File: src/rtl/xor_cmp_sched.sv
// xor_cmp_sched: round-robin scheduler for a shared byte-XOR comparator.
// Any nonzero XOR is latched into DIFF/SRC and raised as a held interrupt.
// The processor acknowledges the interrupt and reads results through a
// registered port bus.
// Optional build macro: XOR_CMP_SCHED_MASK_EN adds a per-requester MASK register at 0x05.
//
// Handshake: a requester holds req[i] high until gnt[i] pulses for one cycle.
// The pair is captured on that same edge, and the requester drops req the
// following cycle. A req that is still high once the block is back in IDLE
// is treated as a new request.
module xor_cmp_sched #(
    parameter int NUM_REQ = 4
) (
    input  logic                 clk,
    input  logic                 reset,
    input  logic [NUM_REQ-1:0]   req,
    input  logic [8*NUM_REQ-1:0] data_a,
    input  logic [8*NUM_REQ-1:0] data_b,
    output logic [NUM_REQ-1:0]   gnt,
    output logic                 interrupt,
    input  logic                 interrupt_ack,
    input  logic [7:0]           port_id,
    input  logic                 read_strobe,
    input  logic                 write_strobe,
    input  logic [7:0]           out_port,
    output logic [7:0]           in_port
);

    localparam int IW = (NUM_REQ > 1) ? $clog2(NUM_REQ) : 1;

    localparam logic [1:0] ST_IDLE     = 2'd0;
    localparam logic [1:0] ST_COMPARE  = 2'd1;
    localparam logic [1:0] ST_IRQ_PEND = 2'd2;

    logic [1:0]         state;
    logic [IW-1:0]      rr_ptr;
    logic [IW-1:0]      cap_src;
    logic [IW-1:0]      winner;
    logic [IW-1:0]      cand;
    logic               found;
    logic [NUM_REQ-1:0] eligible;
    logic [NUM_REQ-1:0] win_onehot;
    logic [7:0]         sel_a, sel_b;
    logic [7:0]         cap_a, cap_b;
    logic [7:0]         diff;
    logic [7:0]         diff_reg, src_reg, mcnt, pcnt;
    logic [7:0]         rd_data;
    logic               inc_mcnt, inc_pcnt, clr_mcnt, clr_pcnt;
    logic               unused_bus;

`ifdef XOR_CMP_SCHED_MASK_EN
    logic [7:0] mask_reg;

    // MASK register: a set bit removes that requester from arbitration
    always_ff @(posedge clk or posedge reset) begin
        if (reset) begin
            mask_reg <= 8'h00;
        end else if (write_strobe && port_id == 8'h05) begin
            mask_reg <= out_port;
        end
    end

    assign eligible   = req & ~mask_reg[NUM_REQ-1:0];
    assign unused_bus = read_strobe;
`else
    assign eligible   = req;
    assign unused_bus = ^{read_strobe, out_port};
`endif

    assign diff     = cap_a ^ cap_b;
    assign inc_mcnt = (state == ST_COMPARE) && (diff != 8'h00);
    assign inc_pcnt = (state == ST_COMPARE) && (diff == 8'h00);
    assign clr_mcnt = write_strobe && (port_id == 8'h02);
    assign clr_pcnt = write_strobe && (port_id == 8'h03);

    // Round-robin search: first eligible requester after rr_ptr, with wrap
    always_comb begin
        found  = 1'b0;
        winner = '0;
        cand   = '0;
        for (int k = 1; k <= NUM_REQ; k++) begin
            cand = IW'((int'(rr_ptr) + k) % NUM_REQ);
            if (!found && eligible[cand]) begin
                found  = 1'b1;
                winner = cand;
            end
        end
    end

    // Select the winner's operands and build its one-hot grant
    always_comb begin
        sel_a      = 8'h00;
        sel_b      = 8'h00;
        win_onehot = '0;
        for (int i = 0; i < NUM_REQ; i++) begin
            if (winner == IW'(i)) begin
                sel_a         = data_a[8*i +: 8];
                sel_b         = data_b[8*i +: 8];
                win_onehot[i] = 1'b1;
            end
        end
    end

    // Scheduler FSM: grant and capture, compare, then hold the interrupt until acked
    always_ff @(posedge clk or posedge reset) begin
        if (reset) begin
            state     <= ST_IDLE;
            rr_ptr    <= IW'(NUM_REQ - 1);
            gnt       <= '0;
            interrupt <= 1'b0;
            cap_a     <= 8'h00;
            cap_b     <= 8'h00;
            cap_src   <= '0;
        end else begin
            gnt <= '0;
            case (state)
                ST_IDLE: begin
                    if (found) begin
                        cap_a   <= sel_a;
                        cap_b   <= sel_b;
                        cap_src <= winner;
                        rr_ptr  <= winner;
                        gnt     <= win_onehot;
                        state   <= ST_COMPARE;
                    end
                end
                ST_COMPARE: begin
                    if (diff != 8'h00) begin
                        interrupt <= 1'b1;
                        state     <= ST_IRQ_PEND;
                    end else begin
                        state <= ST_IDLE;
                    end
                end
                ST_IRQ_PEND: begin
                    if (interrupt_ack) begin
                        interrupt <= 1'b0;
                        state     <= ST_IDLE;
                    end
                end
                default: state <= ST_IDLE;
            endcase
        end
    end

    // Result registers; a clear write wins over a same-cycle increment
    always_ff @(posedge clk or posedge reset) begin
        if (reset) begin
            diff_reg <= 8'h00;
            src_reg  <= 8'h00;
            mcnt     <= 8'h00;
            pcnt     <= 8'h00;
        end else begin
            if (inc_mcnt) begin
                diff_reg <= diff;
                src_reg  <= {{(8-IW){1'b0}}, cap_src};
            end
            if (clr_mcnt) begin
                mcnt <= 8'h00;
            end else if (inc_mcnt && mcnt != 8'hFF) begin
                mcnt <= mcnt + 8'h01;
            end
            if (clr_pcnt) begin
                pcnt <= 8'h00;
            end else if (inc_pcnt && pcnt != 8'hFF) begin
                pcnt <= pcnt + 8'h01;
            end
        end
    end

    // Read mux over current (pre-update) register values
    always_comb begin
        rd_data = 8'h00;
        case (port_id)
            8'h00: rd_data = diff_reg;
            8'h01: rd_data = src_reg;
            8'h02: rd_data = mcnt;
            8'h03: rd_data = pcnt;
            8'h04: rd_data = {5'b00000, state, interrupt};
`ifdef XOR_CMP_SCHED_MASK_EN
            8'h05: rd_data = mask_reg;
`endif
            default: rd_data = 8'h00;
        endcase
    end

    // Registered read port
    always_ff @(posedge clk or posedge reset) begin
        if (reset) begin
            in_port <= 8'h00;
        end else begin
            in_port <= rd_data;
        end
    end

endmodule
File: config.mk
export PLATFORM = sky130hd
export DESIGN_NAME = xor_cmp_sched
export DESIGN_NICKNAME = d
export VERILOG_FILES = /design/src/rtl/xor_cmp_sched.sv
export SDC_FILE = /design/constraint.sdc
export NUM_CORES = 1
export LEC_CHECK = 0
export ABC_CLOCK_PERIOD_IN_PS = 2900
export CAP_MARGIN = 20
export CORE_ASPECT_RATIO = 2
export CORE_MARGIN = 10
export CORE_UTILIZATION = 47
export CTS_CLUSTER_SIZE = 30
export DETAILED_ROUTE_END_ITERATION = 8
export PLACE_DENSITY_LB_ADDON = 0.08
export SLEW_MARGIN = 10
export SYNTH_ARGS = -nofsm -noshare
export SYNTH_HDL_FRONTEND = slang
export SYNTH_SLANG_ARGS = --single-unit
File: constraint.sdc
create_clock -name clk -period 2.9 [get_ports clk]
set_clock_uncertainty 0.05 [all_clocks]
set_input_delay 0.58 -clock clk [delete_from_list [all_inputs] [get_ports clk]]
set_output_delay 0.58 -clock clk [all_outputs]
set_load 0.01 [all_outputs]
**Run 1: M1 wires**

Bar = 20 microns.
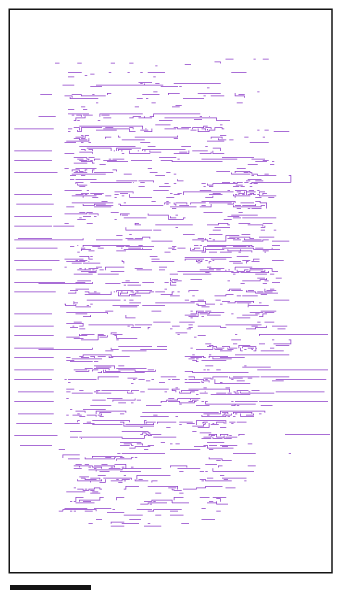
main direction	horizontal
longest straight run	18.9 microns
wire length on this layer	3350 microns
share of all routed wire	35%
nets with wire on the layer	474

**Run 1: metal 2**

Bar = 20 microns. Cells faint in the background.
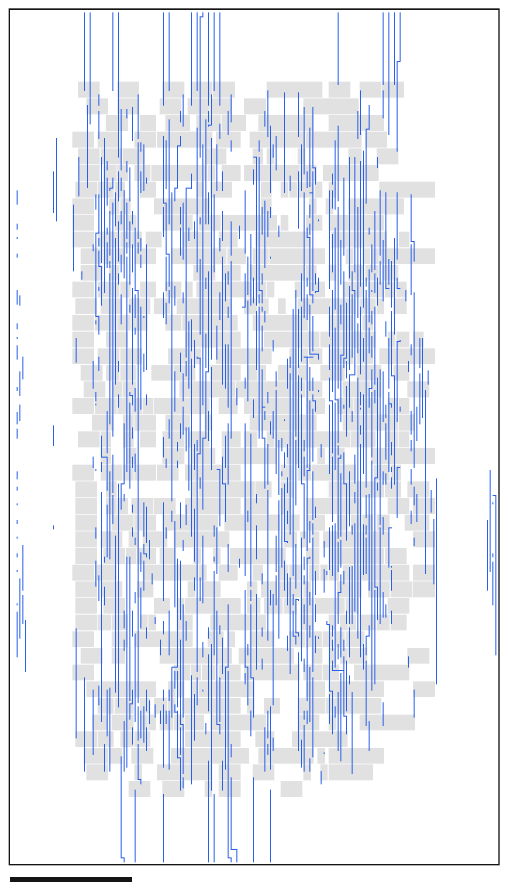
nets with wire on the layer	451
longest straight run	67.3 microns
main direction	vertical
share of all routed wire	56%
wire length on this layer	5330 microns

**Run 1: the metal 3 layer**

Bar = 20 microns. Cells faint in the background.
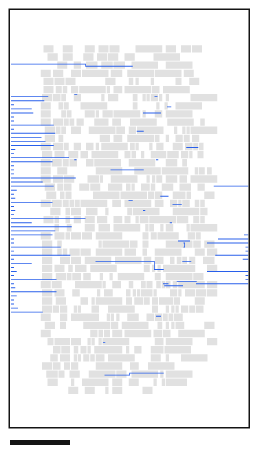
main direction	horizontal
longest straight run	24.8 microns
wire length on this layer	605 microns
nets with wire on the layer	79

==> run summary, run 1 <==
Notes on the flow outputs.

- The number of cells traversed by the worst register-to-register path reads 6.
- The final hold violation count recorded for this run is 0.
- The TritonCTS clock tree is yes.
- The largest non-sequential cell family by area is AND-OR/OR-AND gates.
- The antenna diode count is 0.
- The total power divided by cell area reads 911 mW/mm^2.
- The final setup TNS reads 0 ns.
- The capture point of the worst register-to-register path is recorded as cap_b[4].
- Per the slew report, the remaining headroom to the max-slew limit stands at approximately 37%.
- The kind of end point of the critical path is a flip-flop.
- Listed in order, past its start point the critical path passes clkdlybuf4s50_1 -> nor2b_1 -> o21bai_2 -> nand2_2 -> mux2_2 -> a221o_1.
- The endpoint arrival time on the critical path reads between 2 and 3 ns.
- The clock-pin transition on the worst setup and hold timing paths is 0.05 ns.
- The run finished with clean final reports.
- The global-route congestion overflow total is 0.
- The max-slew violation count reads 0.
- The layout overhead on the synthesized area is 41.2%.
- The synthesized area per cell reads approximately 9.8 sq um.
- After detailed routing, the number of vias per cell comes to about 5.7.
- The non-clock inverter instance count of the final layout reads 7.
- The count of TritonRoute iterations in the first routing pass reads 4.
- The most common logic cells in the final layout are clkdlybuf4s50_1, dfrtp_1, nor2_1.
- The number of gates on the worst path with buffers counted is 6.
- Per the OpenROAD floorplan log, the height of the die is around 140 microns.
- The violation count after the first detailed-routing iteration is 170.
- The clock tree has to reach 61 sinks.
- Setup repair after global routing left no endpoint under its margin.
- The proportion of synthesized area in mux cells is a little under a tenth.
- The combined area of all synthesized cells is about 0.0034 sq mm.
- The share of the final layout cell area in sequential cells is ~32%.
- The share of flip-flops with an asynchronous set or reset is 100%.
- At the floorplan stage, the core utilization is reported as 48.4%.
- The number of distinct library cell variants in the gate-level netlist after synthesis reads approximately 51.
- The count of nets left with antenna violations after detail routing is 0.
- The number of clock buffers in the layout is 15.
- The data required time at the worst endpoint reads between 3 and 4 ns.
- The gate count after technology mapping reads between 300 and 400.
- The floorplan has about 43 rows.
- In the final design database the tool counted between 500 and 600 nets.
- In the final layout, multi-input gates take up 36.2% of the cell area.
- The timing startpoint of the critical path is req[1].
- The family with the most delay on the worst path reads simple AND/OR/NAND/NOR gates.
- The area-dominant cell class after layout reads combinational gates.
- The master cell of the clock root buffer reads clkbuf_16.
- The worst setup path category is in2reg.
- The transition time of the tightest slew-check pin reads ~0.95 ns.
- The most common library cell in the layout ignoring fill and taps is clkdlybuf4s50_1.
- The post-synthesis sequential element count is between 60 and 70.
[run 1: synthesized netlist by cell type (all sizes together), types with 2 or more instances]
library cell	n	area share, %
o21bai	2	0.56
mux2	18	6.2
nor2	33	4.2
dfstp	2	1.6
nand4	6	1.1
dfrtp	59	44
buf	6	1.5
nor2b	6	1.1
o21ai	28	4.2
and3	9	1.7
a21oi	16	2.4
a22o	3	0.78
o31ai	6	1.3
clkbuf	10	1.1
a22oi	8	1.8
a211oi	14	3.1
nor3	3	0.45
and2	2	0.37
nand2	27	3.1
ha	2	0.75
mux2i	11	3.3
or3	5	0.93
a31o	2	0.52
or4	5	1.2
nor4	4	0.75
a221o	8	2.4
a211o	2	0.52
inv	7	0.78
xnor2	12	3.1
nand3	17	2.7
o211ai	2	0.45
[run 1: worst min-delay path: stages (launching register included)]
cell and delay (ns):
dfrtp_1 0.33, nand2_1 0.05, nand2_1 0.05
[run 1: routing by layer]
layer | part of all wire (%) | global-route usage [%]
met5 | 0 | 0
met3 | 6.3 | 5.87
met2 | 56 | 32.8
met4 | 2.5 | 7.93
met1 | 35 | 17.0
[run 1: metrics by stage]
stage / area [sq um] / utilization [%] / cells / hold slack [ns]
after floorplan: 3360 / - / 343 / 0.392
after global placement: 4430 / 63.9 / 524 / 0.408
after detailed placement: 4430 / 63.9 / 524 / 0.410
after CTS: 4740 / 68.3 / 540 / 0.423
after global routing: 4740 / 68.3 / 540 / 0.467
final: 4740 / 68.3 / 540 / 0.417
[run 1: where the power goes]
| group | switching [W] | internal [W] |
|---|---|---|
| Clock | 0.000347 | 0.000735 |
| Sequential | 0.000306 | 0.00121 |
| Combinational | 0.000896 | 0.000823 |
--- run 2 (diff from run 1) ---
- CTS_CLUSTER_SIZE: 30 -> 40
**Run 2: M1 wires**

Bar = 20 microns.
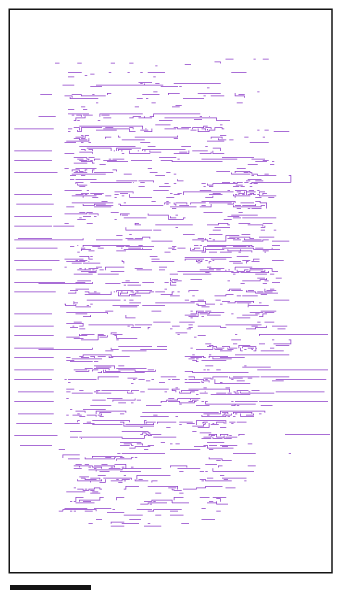
share of all routed wire	35%
longest straight run	18.9 microns
wire length on this layer	3350 microns

**Run 2: metal 2**

Bar = 20 microns. Cells faint in the background.
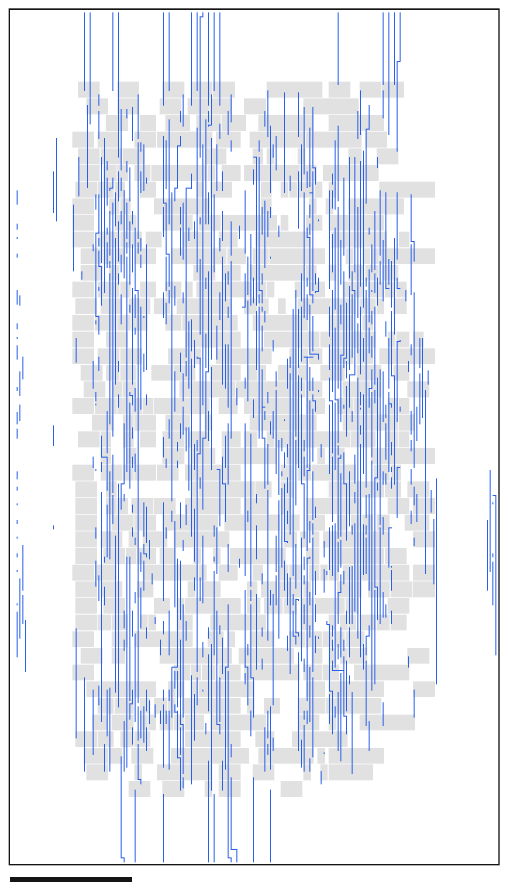
met2 track demand over resource in global routing: 32.8%
Via Count: 3069
post-detailed-routing wire length: 9.53 mm

==> run 2 against run 1 <==
Hold slack is the same. Maximum frequency is the same. Routed wire length is the same. Sequential power is essentially flat. Register-to-register slack is essentially flat. Sequential share of layout area is the same. Critical endpoint unchanged. Highest routed layer unchanged.
==> run summary, run 2 <==
Notes on the flow outputs.

- The endpoint arrival time on the critical path is 2.65 ns.
- The count of nets left with antenna violations after detail routing reads 0.
- The transition time of the tightest slew-check pin is between 0.9 and 1 ns.
- The tightest slew margin relative to the limit is a little over a third.
- The switching power is approximately 0.0015 W.
- The most common library cell in the layout ignoring fill and taps is clkdlybuf4s50_1.
- The family with the most delay on the worst path is simple AND/OR/NAND/NOR gates.
- The cell-internal power reads around 0.0028 W.
- Yosys attributes the largest share of cell area to dfrtp_1, mux2_2, o21ai_0.
- The number of sinks handled by clock tree synthesis is between 60 and 70.
- The final layout contains 536 nets.
- The non-clock inverter instance count of the final layout reads 7.
- The report lists the power per cell area as between 900 and 1000 mW/mm^2.
- The flow ran to the end, and the final reports show no timing, DRC or antenna violations.
- The worst hold slack reads 0.417 ns.
- The master cell of the clock root buffer is clkbuf_16.
- Walking the worst path, the cells encountered are clkdlybuf4s50_1 -> nor2b_1 -> o21bai_2 -> nand2_2 -> mux2_2 -> a221o_1.
- The count of TritonRoute iterations in the first routing pass reads 4.
- The final count of hold timing violations reads 0.
- The logic share of the area is a little over a third.
- The post-synthesis sequential element count is slightly above 60.
- The layout overhead on the synthesized area is 41.2%.
-- run 2: cells by family (layout without fill, tap and decap cells) --
kind of cell / count (synthesis) / count (layout)
AOI/OAI and AO/OA: 98 / 98
buffers and inverters: 23 / 130
xor gates and xnor gates: 12 / 12
DFF: 61 / 61
adders and majority gates: 2 / 2
muxes: 29 / 29
and+or+nand+nor: 118 / 118
-- run 2: power by group through the flow --
stage / Sequential [W] / Combinational, W / Clock, W
after detailed placement: 0.00152 / 0.00172 / 0
after CTS: 0.00151 / 0.00174 / 0.00110
after global routing: 0.00157 / 0.00192 / 0.00114
final: 0.00152 / 0.00172 / 0.00108
after global placement: 0.00151 / 0.00168 / 0
after floorplan: 0.00144 / 0.00122 / 0
-- run 2: worst paths after layout --
check / endpoint / slack (ns) / from / depth (start not counted)
worst max-delay path: cap_a[5] / 0.41 / req[1] / 6
worst min-delay path: cap_src[0] / 0.42 / cap_src[0] / 2
worst max register to register: cap_b[4] / 0.64 / rr_ptr[1] / 6
worst min register to register: cap_src[0] / 0.42 / cap_src[0] / 2
max in group asynchronous: rr_ptr[0] / 1.91 / reset / 3
min in group asynchronous: pcnt[1] / 0.58 / reset / 3
-- run 2: per-layer routing --
layer  up-vias  wire (microns)  part of all wire [%]  track usage (%)
met3        18             604                   6.3             5.87
met2       101            5330                    56             32.8
li1       1475               -                     -                -
met4         0             243                   2.5             7.93
met5         -               0                     0                0
met1      1475            3350                    35             17.0
-- run 2: per-stage QoR --
stage | cells | utilization (%) | cell area [sq um]
finish | 540 | 68.3 | 4740
global route | 540 | 68.3 | 4740
CTS | 540 | 68.3 | 4740
detailed placement | 524 | 63.9 | 4430
global placement | 524 | 63.9 | 4430
floorplan | 343 | - | 3360
Power and IR drop assume default switching activity.
